--- config.mk ---
export PLATFORM = sky130hd
export DESIGN_NAME = uart_ctrl
export DESIGN_NICKNAME = d
export VERILOG_FILES = /design/src/rtl/uart_pkg.sv /design/src/rtl/uart_fifo.sv /design/src/rtl/uart_ctrl.sv
export SDC_FILE = /design/constraint.sdc
export NUM_CORES = 1
export LEC_CHECK = 0
export CAP_MARGIN = 10
export CORE_MARGIN = 1.5
export CORE_UTILIZATION = 30
export DETAILED_ROUTE_END_ITERATION = 8
export SETUP_SLACK_MARGIN = 0.5
export SYNTH_ARGS = -nofsm -noshare
export SYNTH_HDL_FRONTEND = slang
export SYNTH_SLANG_ARGS = --single-unit
--- constraint.sdc ---
create_clock -name sysclk -period 2.5 [get_ports sysclk]
set_input_delay 0.5 -clock sysclk [delete_from_list [all_inputs] [get_ports sysclk]]
set_output_delay 0.5 -clock sysclk [all_outputs]
set_load 0.05 [all_outputs]
--- src/rtl/uart_pkg.sv ---
// Shared types and constants for the UART controller: FSM encodings,
// control/status register bit positions and the 8N1 frame size.
package uart_pkg;

    typedef enum logic [1:0] {
        TX_IDLE  = 2'd0,
        TX_START = 2'd1,
        TX_DATA  = 2'd2,
        TX_STOP  = 2'd3
    } tx_state_t;

    typedef enum logic [1:0] {
        RX_IDLE  = 2'd0,
        RX_START = 2'd1,
        RX_DATA  = 2'd2,
        RX_STOP  = 2'd3
    } rx_state_t;

    // uart_ctrlin bit positions
    localparam int CTRL_RXIE = 0;
    localparam int CTRL_TXIE = 1;
    localparam int CTRL_SRST = 7;

    // uart_ctrlout bit positions
    localparam int STAT_RXAV   = 0;
    localparam int STAT_TXE    = 1;
    localparam int STAT_TXBUSY = 2;
    localparam int STAT_OVR    = 3;
    localparam int STAT_FE     = 4;
    localparam int STAT_RXFULL = 5;

    localparam int DATA_BITS = 8;

endpackage

--- src/rtl/uart_fifo.sv ---
// Synchronous FIFO for the UART receive path; head entry is visible on rdata
// without a read. Only instantiated when UART_RX_FIFO_EN is defined.
module uart_fifo #(
    parameter int DEPTH = 8,
    parameter int WIDTH = 8
) (
    input  logic             sysclk,
    input  logic             rst_n,
    input  logic             clr,
    input  logic             push,
    input  logic             pop,
    input  logic [WIDTH-1:0] wdata,
    output logic [WIDTH-1:0] rdata,
    output logic             empty,
    output logic             full
);

    localparam int AW = $clog2(DEPTH);

    logic [WIDTH-1:0] mem [DEPTH];
    logic [AW-1:0]    wptr;
    logic [AW-1:0]    rptr;
    logic [AW:0]      count;
    logic             do_push;
    logic             do_pop;

    assign empty   = (count == '0);
    assign full    = (count == (AW+1)'(DEPTH));
    assign do_pop  = pop && !empty;
    // A push on a full FIFO is accepted only when a pop frees a slot in the same cycle.
    assign do_push = push && (!full || do_pop);
    assign rdata   = mem[rptr];

    always_ff @(posedge sysclk or negedge rst_n) begin
        if (!rst_n) begin
            wptr  <= '0;
            rptr  <= '0;
            count <= '0;
        end else if (clr) begin
            wptr  <= '0;
            rptr  <= '0;
            count <= '0;
        end else begin
            if (do_push) begin
                wptr <= (wptr == AW'(DEPTH - 1)) ? '0 : wptr + 1'b1;
            end
            if (do_pop) begin
                rptr <= (rptr == AW'(DEPTH - 1)) ? '0 : rptr + 1'b1;
            end
            case ({do_push, do_pop})
                2'b10:   count <= count + 1'b1;
                2'b01:   count <= count - 1'b1;
                default: count <= count;
            endcase
        end
    end

    always_ff @(posedge sysclk) begin
        if (do_push) begin
            mem[wptr] <= wdata;
        end
    end

endmodule

--- src/rtl/uart_ctrl.sv ---
// UART controller, 8N1, with bus-side holding register for TX and a receive buffer.
// Define UART_RX_FIFO_EN for an 8-entry RX FIFO; otherwise RX holds a single byte.
module uart_ctrl
    import uart_pkg::*;
#(
    parameter int CLK_HZ = 20000000,
    parameter int BAUD   = 115200
) (
    input  logic       sysclk,
    input  logic       rst_n,
    input  logic [7:0] uart_datain,
    input  logic [7:0] uart_ctrlin,
    input  logic       uart_wrh_n,
    input  logic       uart_rdh_n,
    output logic [7:0] uart_dataout,
    output logic [7:0] uart_ctrlout,
    input  logic       rxd,
    output logic       txd,
    output logic       uart_int_n
);

    localparam int DIV  = CLK_HZ / BAUD;
    localparam int HALF = DIV / 2;
    localparam int CW   = $clog2(DIV);

    // Control bits
    logic rxie;
    logic txie;
    logic srst;
    logic unused_ctrl;

    assign rxie        = uart_ctrlin[CTRL_RXIE];
    assign txie        = uart_ctrlin[CTRL_TXIE];
    assign srst        = uart_ctrlin[CTRL_SRST];
    assign unused_ctrl = ^uart_ctrlin[6:2];

    // Synchronisers plus one extra flop each for edge detection
    logic [1:0] wr_sync;
    logic [1:0] rd_sync;
    logic [1:0] rx_sync;
    logic       wr_prev;
    logic       rd_prev;
    logic       rx_prev;
    logic       wr_event;
    logic       rd_event;
    logic       rx_fall;
    logic       rx_bit;

    always_ff @(posedge sysclk or negedge rst_n) begin
        if (!rst_n) begin
            wr_sync <= 2'b11;
            rd_sync <= 2'b11;
            rx_sync <= 2'b11;
            wr_prev <= 1'b1;
            rd_prev <= 1'b1;
            rx_prev <= 1'b1;
        end else begin
            wr_sync <= {wr_sync[0], uart_wrh_n};
            rd_sync <= {rd_sync[0], uart_rdh_n};
            rx_sync <= {rx_sync[0], rxd};
            wr_prev <= wr_sync[1];
            rd_prev <= rd_sync[1];
            rx_prev <= rx_sync[1];
        end
    end

    assign wr_event = wr_prev & ~wr_sync[1];
    assign rd_event = ~rd_prev & rd_sync[1];
    assign rx_fall  = rx_prev & ~rx_sync[1];
    assign rx_bit   = rx_sync[1];

    // ---------------------------------------------------------------- TX
    tx_state_t     tx_state;
    tx_state_t     tx_next;
    logic [7:0]    hold_q;
    logic [7:0]    tx_shift;
    logic [CW-1:0] tx_cnt;
    logic [2:0]    tx_bits;
    logic          txe_q;
    logic          busy_q;
    logic          tx_bit_end;
    logic          tx_load;

    assign tx_bit_end = (tx_cnt == CW'(DIV - 1));

    always_ff @(posedge sysclk or negedge rst_n) begin
        if (!rst_n) begin
            tx_state <= TX_IDLE;
        end else begin
            tx_state <= tx_next;
        end
    end

    always_comb begin
        tx_next = tx_state;
        tx_load = 1'b0;
        case (tx_state)
            TX_IDLE: begin
                if (!txe_q) begin
                    tx_load = 1'b1;
                    tx_next = TX_START;
                end
            end
            TX_START: begin
                if (tx_bit_end) tx_next = TX_DATA;
            end
            TX_DATA: begin
                if (tx_bit_end && tx_bits == 3'(DATA_BITS - 1)) tx_next = TX_STOP;
            end
            TX_STOP: begin
                // A byte waiting in the holding register chains straight into the next start bit.
                if (tx_bit_end) begin
                    if (!txe_q) begin
                        tx_load = 1'b1;
                        tx_next = TX_START;
                    end else begin
                        tx_next = TX_IDLE;
                    end
                end
            end
            default: tx_next = TX_IDLE;
        endcase
        if (srst) begin
            tx_next = TX_IDLE;
            tx_load = 1'b0;
        end
    end

    always_ff @(posedge sysclk or negedge rst_n) begin
        if (!rst_n) begin
            hold_q   <= 8'h00;
            tx_shift <= 8'h00;
            tx_cnt   <= '0;
            tx_bits  <= 3'd0;
            txe_q    <= 1'b1;
            busy_q   <= 1'b0;
        end else if (srst) begin
            tx_cnt   <= '0;
            tx_bits  <= 3'd0;
            txe_q    <= 1'b1;
            busy_q   <= 1'b0;
        end else begin
            if (tx_load) begin
                tx_shift <= hold_q;
                tx_bits  <= 3'd0;
                txe_q    <= 1'b1;
                busy_q   <= 1'b1;
            end else if (wr_event && txe_q) begin
                hold_q <= uart_datain;
                txe_q  <= 1'b0;
            end
            if (tx_state == TX_STOP && tx_next == TX_IDLE) begin
                busy_q <= 1'b0;
            end
            if (tx_state == TX_DATA && tx_bit_end) begin
                tx_shift <= {1'b0, tx_shift[7:1]};
                tx_bits  <= tx_bits + 1'b1;
            end
            if (tx_state == TX_IDLE || tx_bit_end) begin
                tx_cnt <= '0;
            end else begin
                tx_cnt <= tx_cnt + 1'b1;
            end
        end
    end

    assign txd = (tx_state == TX_START) ? 1'b0 :
                 (tx_state == TX_DATA)  ? tx_shift[0] : 1'b1;

    // ---------------------------------------------------------------- RX
    rx_state_t     rx_state;
    rx_state_t     rx_next;
    logic [7:0]    rx_shift;
    logic [CW-1:0] rx_cnt;
    logic [2:0]    rx_bits;
    logic          rx_bit_end;
    logic          rx_push;
    logic          fe_set;

    assign rx_bit_end = (rx_cnt == CW'(DIV - 1));

    always_ff @(posedge sysclk or negedge rst_n) begin
        if (!rst_n) begin
            rx_state <= RX_IDLE;
        end else begin
            rx_state <= rx_next;
        end
    end

    always_comb begin
        rx_next = rx_state;
        rx_push = 1'b0;
        fe_set  = 1'b0;
        case (rx_state)
            RX_IDLE: begin
                if (rx_fall) rx_next = RX_START;
            end
            RX_START: begin
                // Mid start bit: a line back high means a glitch, not a frame.
                if (rx_cnt == CW'(HALF - 1)) rx_next = rx_bit ? RX_IDLE : RX_DATA;
            end
            RX_DATA: begin
                if (rx_bit_end && rx_bits == 3'(DATA_BITS - 1)) rx_next = RX_STOP;
            end
            RX_STOP: begin
                if (rx_bit_end) begin
                    rx_next = RX_IDLE;
                    if (rx_bit) rx_push = 1'b1;
                    else        fe_set  = 1'b1;
                end
            end
            default: rx_next = RX_IDLE;
        endcase
        if (srst) begin
            rx_next = RX_IDLE;
            rx_push = 1'b0;
            fe_set  = 1'b0;
        end
    end

    always_ff @(posedge sysclk or negedge rst_n) begin
        if (!rst_n) begin
            rx_shift <= 8'h00;
            rx_cnt   <= '0;
            rx_bits  <= 3'd0;
        end else if (srst) begin
            rx_cnt   <= '0;
            rx_bits  <= 3'd0;
        end else begin
            if (rx_state == RX_IDLE) begin
                rx_bits <= 3'd0;
            end
            if (rx_state == RX_DATA && rx_bit_end) begin
                rx_shift <= {rx_bit, rx_shift[7:1]};
                rx_bits  <= rx_bits + 1'b1;
            end
            if (rx_state == RX_IDLE || rx_state != rx_next || rx_bit_end) begin
                rx_cnt <= '0;
            end else begin
                rx_cnt <= rx_cnt + 1'b1;
            end
        end
    end

    // ---------------------------------------------------------------- RX buffer
    logic       rxav;
    logic       rxfull;
    logic [7:0] rx_head;
    logic       rx_pop;
    logic       push_ok;
    logic       ovr_set;
    logic       ovr_q;
    logic       fe_q;

    assign rx_pop  = rd_event && rxav && !srst;
    assign push_ok = rx_push && (!rxfull || rx_pop);
    assign ovr_set = rx_push && rxfull && !rx_pop;

`ifdef UART_RX_FIFO_EN
    logic fifo_empty;

    uart_fifo #(
        .DEPTH(8),
        .WIDTH(8)
    ) u_rx_fifo (
        .sysclk(sysclk),
        .rst_n (rst_n),
        .clr   (srst),
        .push  (push_ok),
        .pop   (rx_pop),
        .wdata (rx_shift),
        .rdata (rx_head),
        .empty (fifo_empty),
        .full  (rxfull)
    );

    assign rxav = !fifo_empty;
`else
    logic [7:0] rx_hold;
    logic       rx_valid;

    always_ff @(posedge sysclk or negedge rst_n) begin
        if (!rst_n) begin
            rx_hold  <= 8'h00;
            rx_valid <= 1'b0;
        end else if (srst) begin
            rx_valid <= 1'b0;
        end else if (push_ok) begin
            rx_hold  <= rx_shift;
            rx_valid <= 1'b1;
        end else if (rx_pop) begin
            rx_valid <= 1'b0;
        end
    end

    assign rx_head = rx_hold;
    assign rxav    = rx_valid;
    assign rxfull  = rx_valid;
`endif

    // Simultaneous push and pop on a full buffer leaves OVR as it was.
    always_ff @(posedge sysclk or negedge rst_n) begin
        if (!rst_n) begin
            ovr_q <= 1'b0;
            fe_q  <= 1'b0;
        end else if (srst) begin
            ovr_q <= 1'b0;
            fe_q  <= 1'b0;
        end else begin
            if (ovr_set) begin
                ovr_q <= 1'b1;
            end else if (rx_pop && !(rx_push && rxfull)) begin
                ovr_q <= 1'b0;
            end
            if (fe_set) begin
                fe_q <= 1'b1;
            end else if (rx_pop) begin
                fe_q <= 1'b0;
            end
        end
    end

    assign uart_dataout = rxav ? rx_head : 8'h00;

    always_comb begin
        uart_ctrlout              = 8'h00;
        uart_ctrlout[STAT_RXAV]   = rxav;
        uart_ctrlout[STAT_TXE]    = txe_q;
        uart_ctrlout[STAT_TXBUSY] = busy_q;
        uart_ctrlout[STAT_OVR]    = ovr_q;
        uart_ctrlout[STAT_FE]     = fe_q;
        uart_ctrlout[STAT_RXFULL] = rxfull;
    end

    always_ff @(posedge sysclk or negedge rst_n) begin
        if (!rst_n) begin
            uart_int_n <= 1'b1;
        end else begin
            uart_int_n <= ~((rxie & rxav) | (txie & txe_q));
        end
    end

endmodule

### The metal 1 layer, run 1

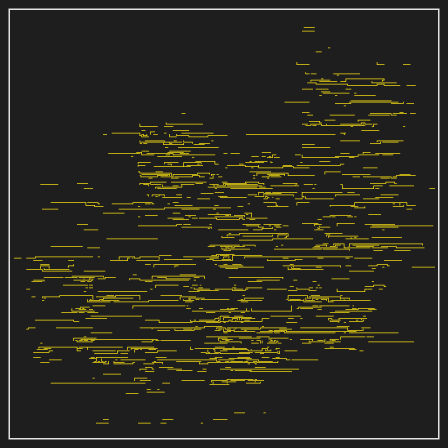
The longest straight run is 28.5 um. The layer holds 49% of the routed length. The layer carries 3,280 um of wire.

### Cells colored by class, run 1

Fill, decap, tap and diode cells in gray.
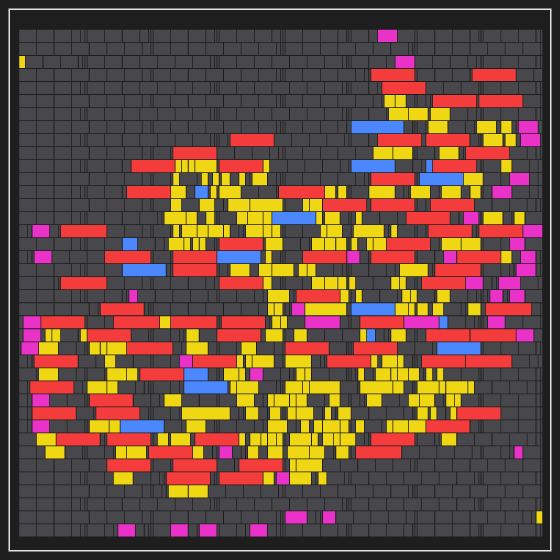
Red stands for flip-flops, cells 73. Yellow stands for all other logic, cells 225. Magenta stands for other buffers and delay cells, cells 41. Blue stands for clock drivers and dummy loads, cells 16.

### Nets reached from selected ports, run 1

Scale bar: 20 um.
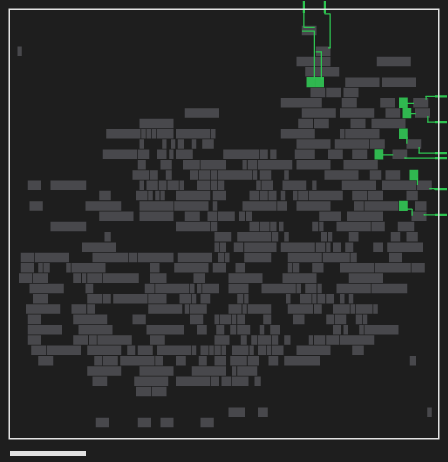
Green stands for uart_dataout, bits 8, direction output, end cells 8, buffers 8, wire 84.6 um.

==> qor.csv, run 1 <==
metric,value,unit
clk_pin_slew,0.06,ns
area_share_nonclk_buffers,0.09227,
met2_usage,0.1715,
vias_per_cell,4.821,
htreeDepth,3,
grt_setup_unrepaired,false,
comb_power_share,0.211,
reg2reg_depth,7,
final_util,0.3806,
hold-worst-slack,0.08529,ns
finalSetupViolCount,0,
port_buffers,31,
use_met1,0.1533,
clkbuf_count,11,
rows,39,
die_x,112.9,um
p_per_area,775.4,nW/um2
chipArea,12740,um2
fin_ws,0.5703,ns
postCtsSetupRepairBufs,1,
end_kind,primary output,
synthDistinctLibCells,59,
p_total,3428,uW
startpoint,tx_state[0],
ff_type,dfrtp_1,
top_area_cell,dfrtp_1,
synth.mux.area_fraction,0.07256,
max_slew_margin,0.6484,
ys_cells,317,
ys_sh_xor,0.02903,
layout_top_cell,dfrtp_1,
wire_per_inst,13.35,um
first_pass_iters,4,
grt_max_degree,27,
crit_required,2.00,ns
final_layout_size_suffix_gt1_frac,0.2901,
cts_buffers,9,
ioPinCount,39,
outcome,"finished, final reports clean",
worstSetupStartpointType,flop,
routabilityCongestion,0.8479,
ir_worst_vdd,0.2851,mV
yosysWarnings,0,
worstPathCellList,"inv_1, ha_2, a21oi_1, buf_4",
hold_viol_final,0,
edf_count,0,
antenna_found_initial,0,
dieHeight,112.9,um
ys_area,3621,um2
cp_slowest_stage_delay,0.40,ns
wl_met3,281,um
placed_cell_area,4059,um2
use_met3,0.03482,
crit_cells,4,
inv_count,18,
yosysSeqAreaShare,0.5083,
synth_simple_gate_area_share,0.1776,
critPathCapture,txd,
max_clock_freq,518.2,MHz
nFillCells,1116,
pre_cts_ws,0.2457,ns
wl_met1,3.276,mm
p_leak,0.001930,uW
cts_sinks,73,
clk_path_buf_depth,2,
fin_skew,0.007295,ns
reg2reg_to,rx_head[5],
overflow,0,
critical_path_class,reg -> out,
area_leaders,"dfrtp_1 43%, dfstp_2 8.0%, mux2_2 6.8%",
top_cell,dfrtp_1,
synthDominantCellAreaShare,0.4285,
internal_power,2450,uW
yosys.area_share.aoi,0.1126,
power-top-group,sequential cells,
rrSetupSlack,0.59,ns
ctsResizeCount,32,
switching_share,0.2851,
top_layer,met4,
initial_core_util,0.3118,
design_area,4420,um2
drc,0,
critPathMaxFanout,6,
drv_cap,0,
syn-mean-instance-area,11.42,um2
syn_area,3621,um2
nMultiInputCombCells,207,
adder_share,0.04492,
crit_arrival,1.43,ns
finalCritPeriodShare,0.7719,
pg_clk,1270,uW
layout.cells.non_filler,498,
period_needed,1.930,ns
clk_latency,0.33,ns
combAreaFraction,0.3677,
power_frac_seq,0.417,
synthCells,317,
grt.busiest_layer,met2,
grt_pass1_vias,2439,
core,11610,um2
ctsHoldBuffers,0,
postRouteAntennaNets,0,
slew_violations,0,
slowest_stage,dfrtp_1,
grt_usage,0.1133,
rr_startpoint,rx_cnt[0],
dp.cells,481,
clock_area_frac,0.06765,
tightest_slew,0.5238,ns
wirelength,6.648,mm
area_growth,22.08,%
comb_area,1625,um2
synth_flops,73,
wl_met2,3.008,mm
num_tap_cells,143,
grt_pass1_wl,11.74,mm
register_area,1842,um2
nets,384,
ys_top_cells_by_count,"62 x dfrtp_1, 28 x nor2_1, 22 x mux2_2",
seq_cell_power,1430,uW
drt_iter0_markers,109,
dp_hpwl,4.573,mm
pwr-share-clk,0.372,
n_antenna_cell,0,
p_switching,977.4,uW
synth.logic.top_family,simple AND/OR/NAND/NOR gates,
buffers,41,
largest_class,flip-flops and latches,
==> run 2: changes to the inputs <==
Clock period 2.5 ns to 1.9 ns, I/O delays scaled along.
### Cells colored by class, run 2

Fill, decap, tap and diode cells in gray.
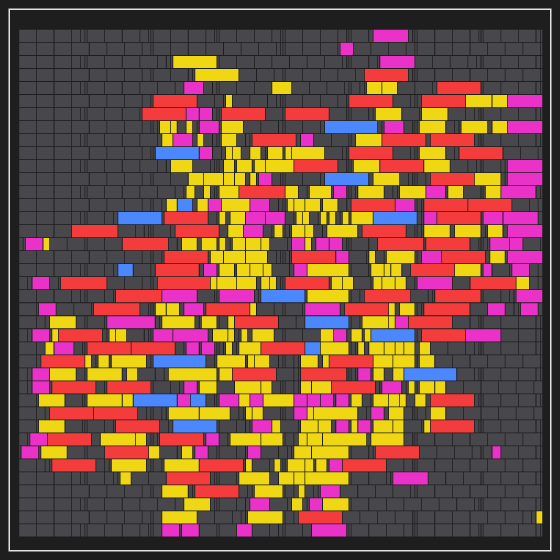
Yellow stands for all other logic, cells 226. Red stands for flip-flops, cells 73. Magenta stands for other buffers and delay cells, cells 94. Blue stands for clock drivers and dummy loads, cells 16.

### Nets reached from selected ports, run 2

Scale bar: 20 um.
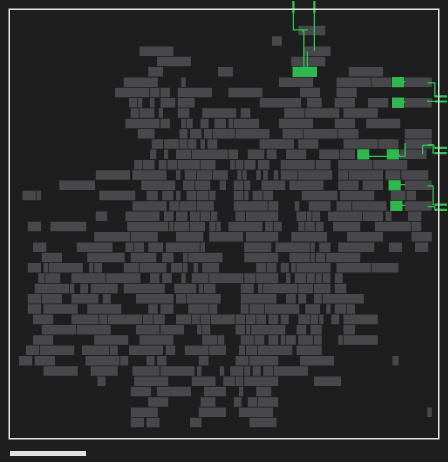
Green stands for uart_dataout, bits 8, direction output, end cells 8, buffers 8, wire 83.6 um.

==> run 2 against run 1 <==
Sequential share of layout area down 8.7 points. Hold slack lost 0.029 ns. Setup slack got worse by 0.42 ns. Largest power group is now the clock network. Power grew 65%. Highest routed layer unchanged.
==> qor.csv, run 2 <==
metric,value,unit,change
outcome,"finished, final reports clean",,
rows,39,,unchanged
area_share_nonclk_buffers,0.1900,,+0.09774
layout_top_cell,dfrtp_1,,
syn-mean-instance-area,11.42,um2,unchanged
synth_flops,73,,unchanged
num_tap_cells,143,,unchanged
dieHeight,112.9,um,unchanged
design_area,5610,um2,+27%
use_met3,0.03696,,+0.002142
core,11610,um2,unchanged
chipArea,12740,um2,unchanged
use_met1,0.1635,,+0.01020
worstPathCellList,"inv_2, ha_2, a21oi_4, buf_12",,
grt_max_degree,28,,+3.7%
layout.cells.non_filler,552,,+11%
pg_clk,1990,uW,+57%
inv_count,18,,unchanged
drv_cap,0,,unchanged
nFillCells,1031,,-7.6%
grt_pass1_wl,13.24,mm,+13%
die_x,112.9,um,unchanged
reg2reg_depth,6,,-1
postCtsSetupRepairBufs,34,,+33
syn_area,3621,um2,unchanged
p_switching,1667,uW,+71%
critPathMaxFanout,4,,-2
ctsResizeCount,78,,+140%
ys_area,3621,um2,unchanged
rrSetupSlack,0.18,ns,-0.41 ns
wirelength,8.076,mm,+21%
reg2reg_to,busy_q,,
register_area,1847,um2,+0.27%
pre_cts_ws,-0.08505,ns,-0.3307 ns
crit_required,1.52,ns,-0.48 ns
area_growth,54.94,%,
hold-worst-slack,0.05666,ns,-0.02863 ns
hold_viol_final,0,,unchanged
synthDominantCellAreaShare,0.4285,,unchanged
ys_sh_xor,0.02903,,unchanged
top_cell,dfrtp_1,,
critical_path_class,reg -> out,,
fin_skew,0.004148,ns,-0.003147 ns
drc,0,,unchanged
crit_arrival,1.37,ns,-0.06 ns
switching_share,0.2955,,+0.01038
ys_top_cells_by_count,"62 x dfrtp_1, 28 x nor2_1, 22 x mux2_2",,
grt_pass1_vias,2798,,+15%
antenna_found_initial,0,,unchanged
seq_cell_power,1900,uW,+33%
critPathCapture,txd,,
buffers,94,,+130%
routabilityCongestion,0.8361,,-1.4%
clk_pin_slew,0.06,ns,about the same
placed_cell_area,4424,um2,+9.0%
grt_usage,0.1319,,+0.01853
fin_ws,0.1519,ns,-0.4185 ns
clk_latency,0.33,ns,about the same
nets,438,,+14%
yosysSeqAreaShare,0.5083,,unchanged
finalSetupViolCount,0,,unchanged
p_leak,0.002407,uW,+25%
==> run 3: changes to the inputs <==
Settings changed: CTS_CLUSTER_SIZE set to 12.
### Nets reached from selected ports, run 3

Scale bar: 20 um.
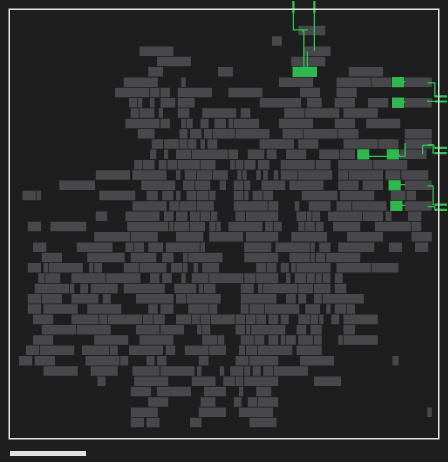
Green stands for uart_dataout, bits 8, direction output, end cells 8, buffers 8, wire 83.6 um.

### Congestion heat map, run 3

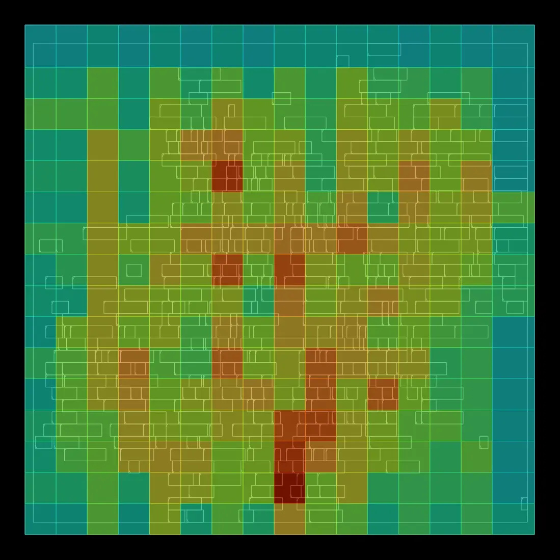
global routing's busiest layer: met2
final core occ: 0.4831
GR Util met3: 0.03696

==> run 3 against run 2 <==
Maximum frequency unchanged. Global-route usage is the same. Critical path type unchanged. Sequential power is essentially flat. Largest cell class unchanged. Combinational power about the same. Clock skew unchanged. Core utilization unchanged.
==> qor.csv, run 3 <==
metric,value,unit,change
drc,0,,unchanged
synth.mux.area_fraction,0.07256,,
fin_skew,0.004148,ns,unchanged
wl_met1,3.653,mm,
hold_viol_final,0,,unchanged
grt_pass1_wl,13.24,mm,unchanged
ys_cells,317,,
crit_buf_inv,2,,
switching_share,0.2955,,unchanged
register_area,1847,um2,unchanged
wirelength,8.076,mm,unchanged
area_share_nonclk_buffers,0.1900,,unchanged
reg2reg_depth,6,,unchanged
critPathMaxFanout,4,,unchanged
die_x,112.9,um,unchanged
placed_cell_area,4424,um2,unchanged
max_slew_margin,0.5948,,
finalSetupViolCount,0,,unchanged
nets,438,,unchanged
pg_clk,1990,uW,about the same
n_antenna_cell,0,,
synth_flops,73,,unchanged
slew_violations,0,,
synthDominantCellAreaShare,0.4285,,unchanged
area_growth,54.94,%,unchanged
layout.cells.non_filler,552,,unchanged
clk_pin_slew,0.06,ns,about the same
ys_async_sr_fraction,1.000,,
worstPathCellList,"inv_2, ha_2, a21oi_4, buf_12",,
clk_latency,0.33,ns,about the same
combAreaFraction,0.3744,,
p_switching,1667,uW,unchanged
hold-worst-slack,0.05666,ns,unchanged
syn-mean-instance-area,11.42,um2,unchanged
rows,39,,unchanged
reg2reg_to,busy_q,,
postRouteAntennaNets,0,,
critPathCapture,txd,,
ys_top_cells_by_count,"62 x dfrtp_1, 28 x nor2_1, 22 x mux2_2",,
use_met1,0.1635,,unchanged
tightest_slew,0.6078,ns,
num_tap_cells,143,,unchanged
routabilityCongestion,0.8361,,unchanged
adder_share,0.04492,,
crit_required,1.52,ns,about the same
dieHeight,112.9,um,unchanged
core,11610,um2,unchanged
syn_area,3621,um2,unchanged
power_frac_seq,0.338,,
layout_top_cell,dfrtp_1,,
top_cell,dfrtp_1,,
grt_max_degree,28,,unchanged
grt_setup_unrepaired,true,,
clock_area_frac,0.06244,,
ys_sh_xor,0.02903,,unchanged
inv_count,18,,unchanged
grt_usage,0.1319,,unchanged
buffers,94,,unchanged
largest_class,combinational gates,,
design_area,5610,um2,unchanged
drt_iter0_markers,97,,
ctsResizeCount,78,,unchanged
ys_area,3621,um2,unchanged
antenna_found_initial,0,,unchanged
nFillCells,1031,,unchanged
pre_cts_ws,-0.08505,ns,unchanged
postCtsSetupRepairBufs,34,,unchanged
critical_path_class,reg -> out,,
chipArea,12740,um2,unchanged
clk_path_buf_depth,2,,
yosysSeqAreaShare,0.5083,,unchanged
grt_pass1_vias,2798,,unchanged
wl_met3,281,um,
rrSetupSlack,0.18,ns,about the same
vias,2669,,
seq_cells,73,,
initial_core_util,0.3118,,
synthDistinctLibCells,59,,
outcome,"finished, final reports clean",,
drv_cap,0,,unchanged
seq_cell_power,1900,uW,about the same
fin_ws,0.1519,ns,unchanged
vias_per_cell,4.835,,
p_leak,0.002407,uW,unchanged
crit_arrival,1.37,ns,about the same

==> layout pictures side by side <==
Clock network drawn from the DEF.
panel A
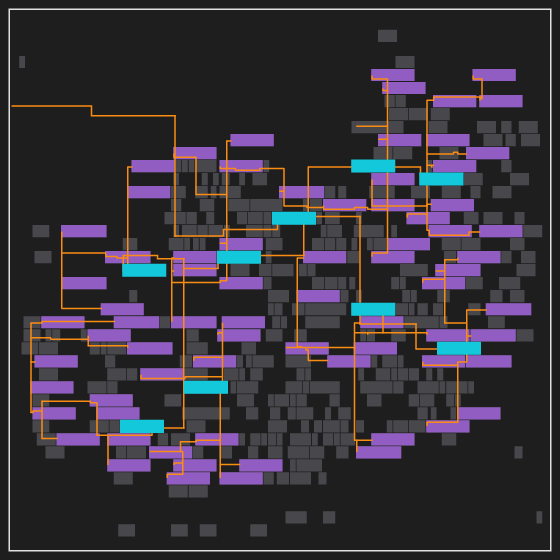
panel B
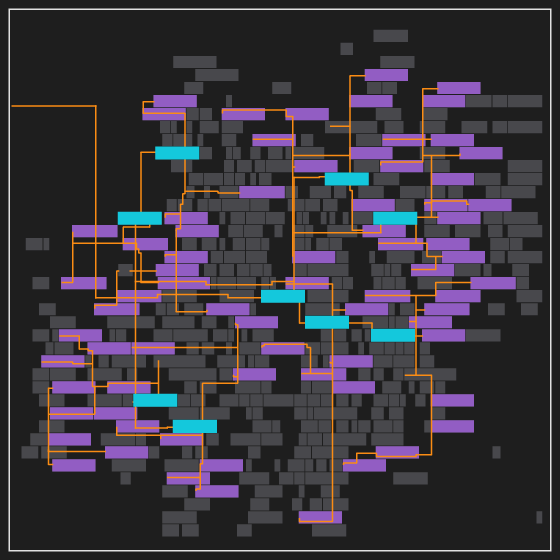
panel B: run 3
panel A: run 1

Power is estimated from default activity; no workload was simulated.
